--- config.mk ---
export PLATFORM = sky130hd
export DESIGN_NAME = sseg_scan_ctrl
export DESIGN_NICKNAME = d
export VERILOG_FILES = /design/src/rtl/sseg_scan_ctrl.sv
export SDC_FILE = /design/constraint.sdc
export NUM_CORES = 1
export LEC_CHECK = 0
export CELL_PAD_IN_SITES_DETAIL_PLACEMENT = 1
export CELL_PAD_IN_SITES_GLOBAL_PLACEMENT = 1
export CORE_UTILIZATION = 30
export DETAILED_ROUTE_END_ITERATION = 6
export PLACE_DENSITY = 0.58
export RECOVER_POWER = 25
export SYNTH_ARGS = -nofsm -noshare
export SYNTH_HDL_FRONTEND = slang
export SYNTH_SLANG_ARGS = --single-unit
export TNS_END_PERCENT = 100
--- constraint.sdc ---
create_clock -name clk -period 4.1 [get_ports clk]
set_input_delay 1.23 -clock clk [delete_from_list [all_inputs] [get_ports clk]]
set_output_delay 1.23 -clock clk [all_outputs]
set_load 0.05 [all_outputs]
--- src/rtl/sseg_scan_ctrl.sv ---
`default_nettype none
// ============================================================================
// Module   : sseg_scan_ctrl
// Brief    : Register-programmed scan controller for an 8-digit multiplexed
//            seven-segment display. Per-digit hex/dp/blank registers, a
//            brightness register and an enable bit are written over a simple
//            MMIO-style port. Anodes are sequenced with a fixed dwell per
//            slot, a dead time at the end of each slot and PWM brightness
//            gating. an/sseg are active-low and driven straight from flops.
// Revision : 1.0  initial release
// ============================================================================
module sseg_scan_ctrl #(
  parameter int TICK_DIV  = 6250,  // cycles per digit slot, including dead time
  parameter int BLANK_CYC = 64,    // dead cycles at the end of each slot
  parameter int PWM_W     = 4      // brightness register width
) (
  input  logic       clk,
  input  logic       reset,
  input  logic       wr_en,
  input  logic [3:0] wr_addr,
  input  logic [7:0] wr_data,
  input  logic [3:0] rd_addr,
  output logic [7:0] rd_data,
  output logic [7:0] an,
  output logic [7:0] sseg,
  output logic       frame_tick
);

  // Dwell counter must hold the longest phase and also supply PWM_W bits of
  // PWM phase, so it is sized to whichever is wider.
  localparam int c_cnt_raw_w = (TICK_DIV > 1) ? $clog2(TICK_DIV) : 1;
  localparam int c_cnt_w     = (c_cnt_raw_w > PWM_W) ? c_cnt_raw_w : PWM_W;

  localparam logic [c_cnt_w-1:0] c_show_last  = c_cnt_w'(TICK_DIV - BLANK_CYC - 1);
  localparam logic [c_cnt_w-1:0] c_blank_last = c_cnt_w'(BLANK_CYC - 1);

  localparam logic [3:0] c_addr_bright = 4'd8;
  localparam logic [3:0] c_addr_ctrl   = 4'd9;

  typedef enum logic [1:0] {
    S_IDLE  = 2'd0,
    S_SHOW  = 2'd1,
    S_BLANK = 2'd2
  } state_t;

  // --------------------------------------------------------------------------
  // Register file
  // --------------------------------------------------------------------------
  logic [5:0]       r_digit [8];   // [5] blank, [4] dp, [3:0] hex
  logic [PWM_W-1:0] r_bright;
  logic             r_enable;
  logic [7:0]       r_rd_data;
  logic [7:0]       w_rd_data;

  // Data bits beyond what any register stores are deliberately dropped.
  logic w_unused_data;
  assign w_unused_data = ^wr_data[7:6];

  // Register writes: one per strobe, unknown addresses are dropped.
  always_ff @(posedge clk or posedge reset) begin
    if (reset) begin
      for (int i = 0; i < 8; i++) begin
        r_digit[i] <= '0;
      end
      r_bright <= '1;
      r_enable <= 1'b0;
    end else if (wr_en) begin
      if (!wr_addr[3]) begin
        r_digit[wr_addr[2:0]] <= wr_data[5:0];
      end else if (wr_addr == c_addr_bright) begin
        r_bright <= wr_data[PWM_W-1:0];
      end else if (wr_addr == c_addr_ctrl) begin
        r_enable <= wr_data[0];
      end
    end
  end

  // Readback mux; bits not stored and unmapped addresses read as zero.
  always_comb begin
    w_rd_data = 8'h00;
    if (!rd_addr[3]) begin
      w_rd_data = {2'b00, r_digit[rd_addr[2:0]]};
    end else if (rd_addr == c_addr_bright) begin
      w_rd_data = 8'(r_bright);
    end else if (rd_addr == c_addr_ctrl) begin
      w_rd_data = {7'b0000000, r_enable};
    end
  end

  // Registered readback; sampling pre-edge values means a same-cycle write
  // returns the old contents.
  always_ff @(posedge clk or posedge reset) begin
    if (reset) begin
      r_rd_data <= 8'h00;
    end else begin
      r_rd_data <= w_rd_data;
    end
  end

  assign rd_data = r_rd_data;

  // --------------------------------------------------------------------------
  // Scan sequencer
  // --------------------------------------------------------------------------
  state_t             r_state;
  state_t             w_state_nxt;
  logic [c_cnt_w-1:0] r_cnt;
  logic [c_cnt_w-1:0] w_cnt_nxt;
  logic [2:0]         r_idx;
  logic [2:0]         w_idx_nxt;
  logic               r_wrap;
  logic               w_wrap_nxt;

  // Sequencer state, dwell counter, digit index and wrap marker.
  always_ff @(posedge clk or posedge reset) begin
    if (reset) begin
      r_state <= S_IDLE;
      r_cnt   <= '0;
      r_idx   <= 3'd0;
      r_wrap  <= 1'b0;
    end else begin
      r_state <= w_state_nxt;
      r_cnt   <= w_cnt_nxt;
      r_idx   <= w_idx_nxt;
      r_wrap  <= w_wrap_nxt;
    end
  end

  // Next-state logic: slot timing depends only on the counter, never on data.
  always_comb begin
    w_state_nxt = r_state;
    w_cnt_nxt   = r_cnt;
    w_idx_nxt   = r_idx;
    w_wrap_nxt  = 1'b0;
    if (!r_enable) begin
      w_state_nxt = S_IDLE;
      w_cnt_nxt   = '0;
      w_idx_nxt   = 3'd0;
    end else begin
      case (r_state)
        S_IDLE: begin
          w_state_nxt = S_SHOW;
          w_cnt_nxt   = '0;
          w_idx_nxt   = 3'd0;
        end
        S_SHOW: begin
          if (r_cnt == c_show_last) begin
            w_state_nxt = S_BLANK;
            w_cnt_nxt   = '0;
          end else begin
            w_cnt_nxt = r_cnt + 1'b1;
          end
        end
        S_BLANK: begin
          if (r_cnt == c_blank_last) begin
            w_state_nxt = S_SHOW;
            w_cnt_nxt   = '0;
            w_idx_nxt   = r_idx + 3'd1;
            // Marks the hop from digit 7 back to digit 0 so the frame pulse
            // can line up with the first pins of the new frame.
            w_wrap_nxt  = (r_idx == 3'd7);
          end else begin
            w_cnt_nxt = r_cnt + 1'b1;
          end
        end
        default: begin
          w_state_nxt = S_IDLE;
          w_cnt_nxt   = '0;
          w_idx_nxt   = 3'd0;
        end
      endcase
    end
  end

  // --------------------------------------------------------------------------
  // Pin generation
  // --------------------------------------------------------------------------
  function automatic logic [6:0] hex_to_seg(input logic [3:0] hex);
    logic [6:0] seg;
    case (hex)
      4'h0:    seg = 7'h40;
      4'h1:    seg = 7'h79;
      4'h2:    seg = 7'h24;
      4'h3:    seg = 7'h30;
      4'h4:    seg = 7'h19;
      4'h5:    seg = 7'h12;
      4'h6:    seg = 7'h02;
      4'h7:    seg = 7'h78;
      4'h8:    seg = 7'h00;
      4'h9:    seg = 7'h10;
      4'hA:    seg = 7'h08;
      4'hB:    seg = 7'h03;
      4'hC:    seg = 7'h46;
      4'hD:    seg = 7'h21;
      4'hE:    seg = 7'h06;
      default: seg = 7'h0E;
    endcase
    return seg;
  endfunction

  logic [5:0]       w_cur_digit;
  logic [PWM_W-1:0] w_pwm_cnt;
  logic             w_lit;
  logic [7:0]       w_an_nxt;
  logic [7:0]       w_sseg_nxt;

  // Pin values for the next edge. Enable is folded in so a disable darkens
  // the pins one edge after the write, without waiting for the state to move.
  always_comb begin
    w_cur_digit = r_digit[r_idx];
    w_pwm_cnt   = r_cnt[PWM_W-1:0];
    w_lit       = (r_state == S_SHOW) && r_enable &&
                  (w_pwm_cnt <= r_bright) && !w_cur_digit[5];
    w_an_nxt    = 8'hFF;
    w_sseg_nxt  = 8'hFF;
    if (w_lit) begin
      w_an_nxt   = ~(8'h01 << r_idx);
      w_sseg_nxt = {~w_cur_digit[4], hex_to_seg(w_cur_digit[3:0])};
    end
  end

  logic [7:0] r_an;
  logic [7:0] r_sseg;
  logic       r_frame_tick;

  // Output flops: pins and frame pulse are glitch-free and one cycle behind.
  always_ff @(posedge clk or posedge reset) begin
    if (reset) begin
      r_an         <= 8'hFF;
      r_sseg       <= 8'hFF;
      r_frame_tick <= 1'b0;
    end else begin
      r_an         <= w_an_nxt;
      r_sseg       <= w_sseg_nxt;
      r_frame_tick <= r_wrap & r_enable;
    end
  end

  assign an         = r_an;
  assign sseg       = r_sseg;
  assign frame_tick = r_frame_tick;

endmodule
`default_nettype wire

### Supply network

Bar = 50 um. Pins as bars on the die edge.
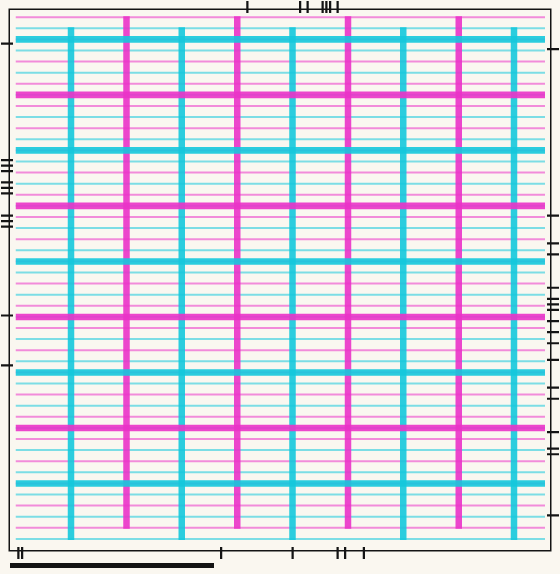
- magenta: VDD
- cyan: VSS
- met5 straps: 9
- rows: 47
- signal pins: 44
- met4 straps: 9
x dimension of the die: 132 um
die extent in y: 132 um
Std-Cell Core Area: 0.0166 sq mm
Worst VDD drop: 0.000310 V

### Metal 2

Bar = 50 um.
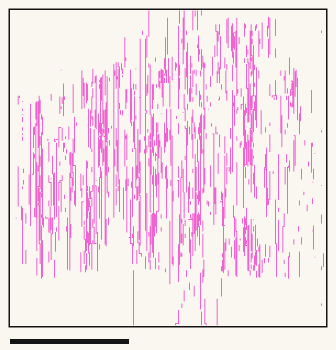
- nets with wire on the layer: 408
- share of all routed wire: 51%
- main direction: vertical
M2 GR Usage: 0.253
routed via count: 3200

### Clock nets

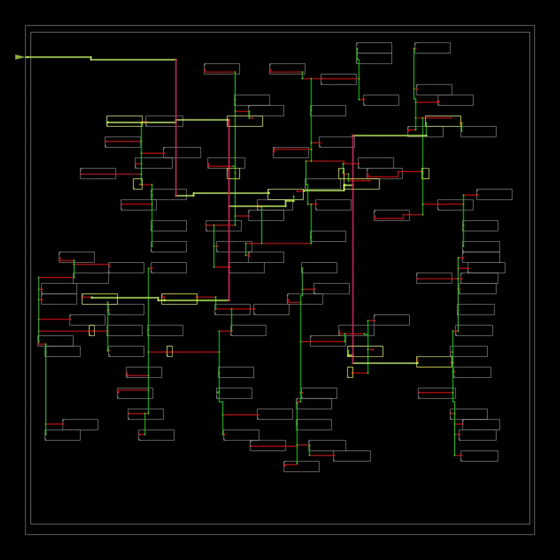
clock buffer count in the final layout: 13
clock net sink count: 95
worst-case clock skew: 12.7 ps
Inserted Clock Buffers: 9

==> metrics.sh <==
OUTCOME='completed'
POST_CTS_RESIZED=0
NONCLKBUFAREAFRAC=0.0729
LAYOUT.CORE_UTILIZATION=0.358
YOSYS-TOP-CELLS-AREA='sky130_fd_sc_hd__dfrtp_1 (37%), sky130_fd_sc_hd__dfstp_2 (10%), sky130_fd_sc_hd__mux2_2 (9.9%), sky130_fd_sc_hd__mux4_2 (6.6%), sky130_fd_sc_hd__ha_1 (5.4%)'
MIN_TO='frame_tick'
LAYOUT.CELLS.LARGEST_CLASS='combinational gates'
YOSYS_MOST_USED_DFF='sky130_fd_sc_hd__dfrtp_1'
CLK-INSERTION-DELAY-LATE_PS=350
FLOORPLAN.TAPCELLS=220
FINAL_CELL_COUNT_NO_FILL=658
YOSYS-TOP-CELLS-COUNT='sky130_fd_sc_hd__dfrtp_1 (75), sky130_fd_sc_hd__mux2_2 (45), sky130_fd_sc_hd__nand2_1 (35)'
POSTSYNTHAREAPERCELL_SQ_UM=12.9
WORST_PIN_SLEW_PS=1070
WORST_R2R_PATH_DEPTH=6
CLKCELLAREAFRAC=0.0438
FILLERS=1789
SYNTH-SEQ-AREA-SHARE=0.472
CRITICAL-PATH-MAX-STAGE-DELAY_PS=640
WORST-PATH-MAX-FANOUT=6
TIMING.MAX_CAP.VIOLATIONS=0
SETUP.WORST_PATH.CLASS='input pin to flop'
CRITICAL-PATH-SLOWEST-CELL='sky130_fd_sc_hd__nor3b_2'
FINAL_CRITICAL_PATH_SETUP_SLACK_PS=1190
CELL_BREAKDOWN_OF_THE_CRITICAL_PATH='clkdlybuf4s50_1 > nor2b_1 > nand2_1 > nor3b_2 > mux2_2'
FINAL.SIGNAL_BUFFER_COUNT=43
SLEW_HEADROOM=0.283
AREA.SHARE.COMBINATIONAL=0.417
NUM-NONCLK-INVERTERS=17
ROW_COUNT=47
SIMPLE_GATE_SHARE=0.107
GRT_MAX_DEGREE=96
ASYNCSETRESETFLOPFRACSYNTH=1.00
DETAILEDROUTE.FIRSTITERATIONVIOLATIONS=118
CTS_TREE='yes'
LAYOUT-DRIVE-GT1-SHARE=0.256
DRT_PRE_ANTENNA_ITERS=4
[cells in the final DEF (no fill, tap or decap), types with 7 or more instances in the layout]
| cell | Yosys | routed |
|---|---|---|
| sky130_fd_sc_hd__dfrtp_1 | 75 | 75 |
| sky130_fd_sc_hd__mux2_2 | 45 | 45 |
| sky130_fd_sc_hd__clkdlybuf4s50_1 | 0 | 38 |
| sky130_fd_sc_hd__nand2_1 | 35 | 35 |
| sky130_fd_sc_hd__nor2_1 | 29 | 29 |
| sky130_fd_sc_hd__ha_1 | 22 | 22 |
| sky130_fd_sc_hd__dfstp_2 | 20 | 20 |
| sky130_fd_sc_hd__inv_1 | 16 | 15 |
| sky130_fd_sc_hd__mux4_2 | 15 | 15 |
| sky130_fd_sc_hd__o21ai_0 | 10 | 10 |
| sky130_fd_sc_hd__nand3_1 | 9 | 9 |
| sky130_fd_sc_hd__mux4_1 | 9 | 9 |
| sky130_fd_sc_hd__clkbuf_16 | 0 | 9 |
| sky130_fd_sc_hd__mux2i_1 | 8 | 8 |
| sky130_fd_sc_hd__a21oi_1 | 7 | 7 |
[layer usage]
metal	track usage	routed length (um)	part of all wire
met3	0.0331	345	0.029
met2	0.253	5970	0.51
met5	0	0	0
met1	0.183	5280	0.45
met4	0.0409	141	0.012
[power by group]
| group | total (mW) | leakage [nW] | switching (mW) | internal (mW) |
|---|---|---|---|---|
| combinational | 0.665 | 1.11 | 0.346 | 0.318 |
| sequential | 1.21 | 1.17 | 0.110 | 1.10 |
| clock | 0.762 | 0.128 | 0.350 | 0.413 |
| total | 2.64 | 2.41 | 0.806 | 1.83 |
[logic make-up after synthesis]
kind of cell / count (synthesis)
and+or+nand+nor: 108
DFF: 95
muxes: 86
AOI/OAI and AO/OA: 38
buffers and inverters: 35
adders and majority gates: 22
xor gates and xnor gates: 11
other: 1
Power figures rest on the tool's default switching activity, not on a simulated workload.
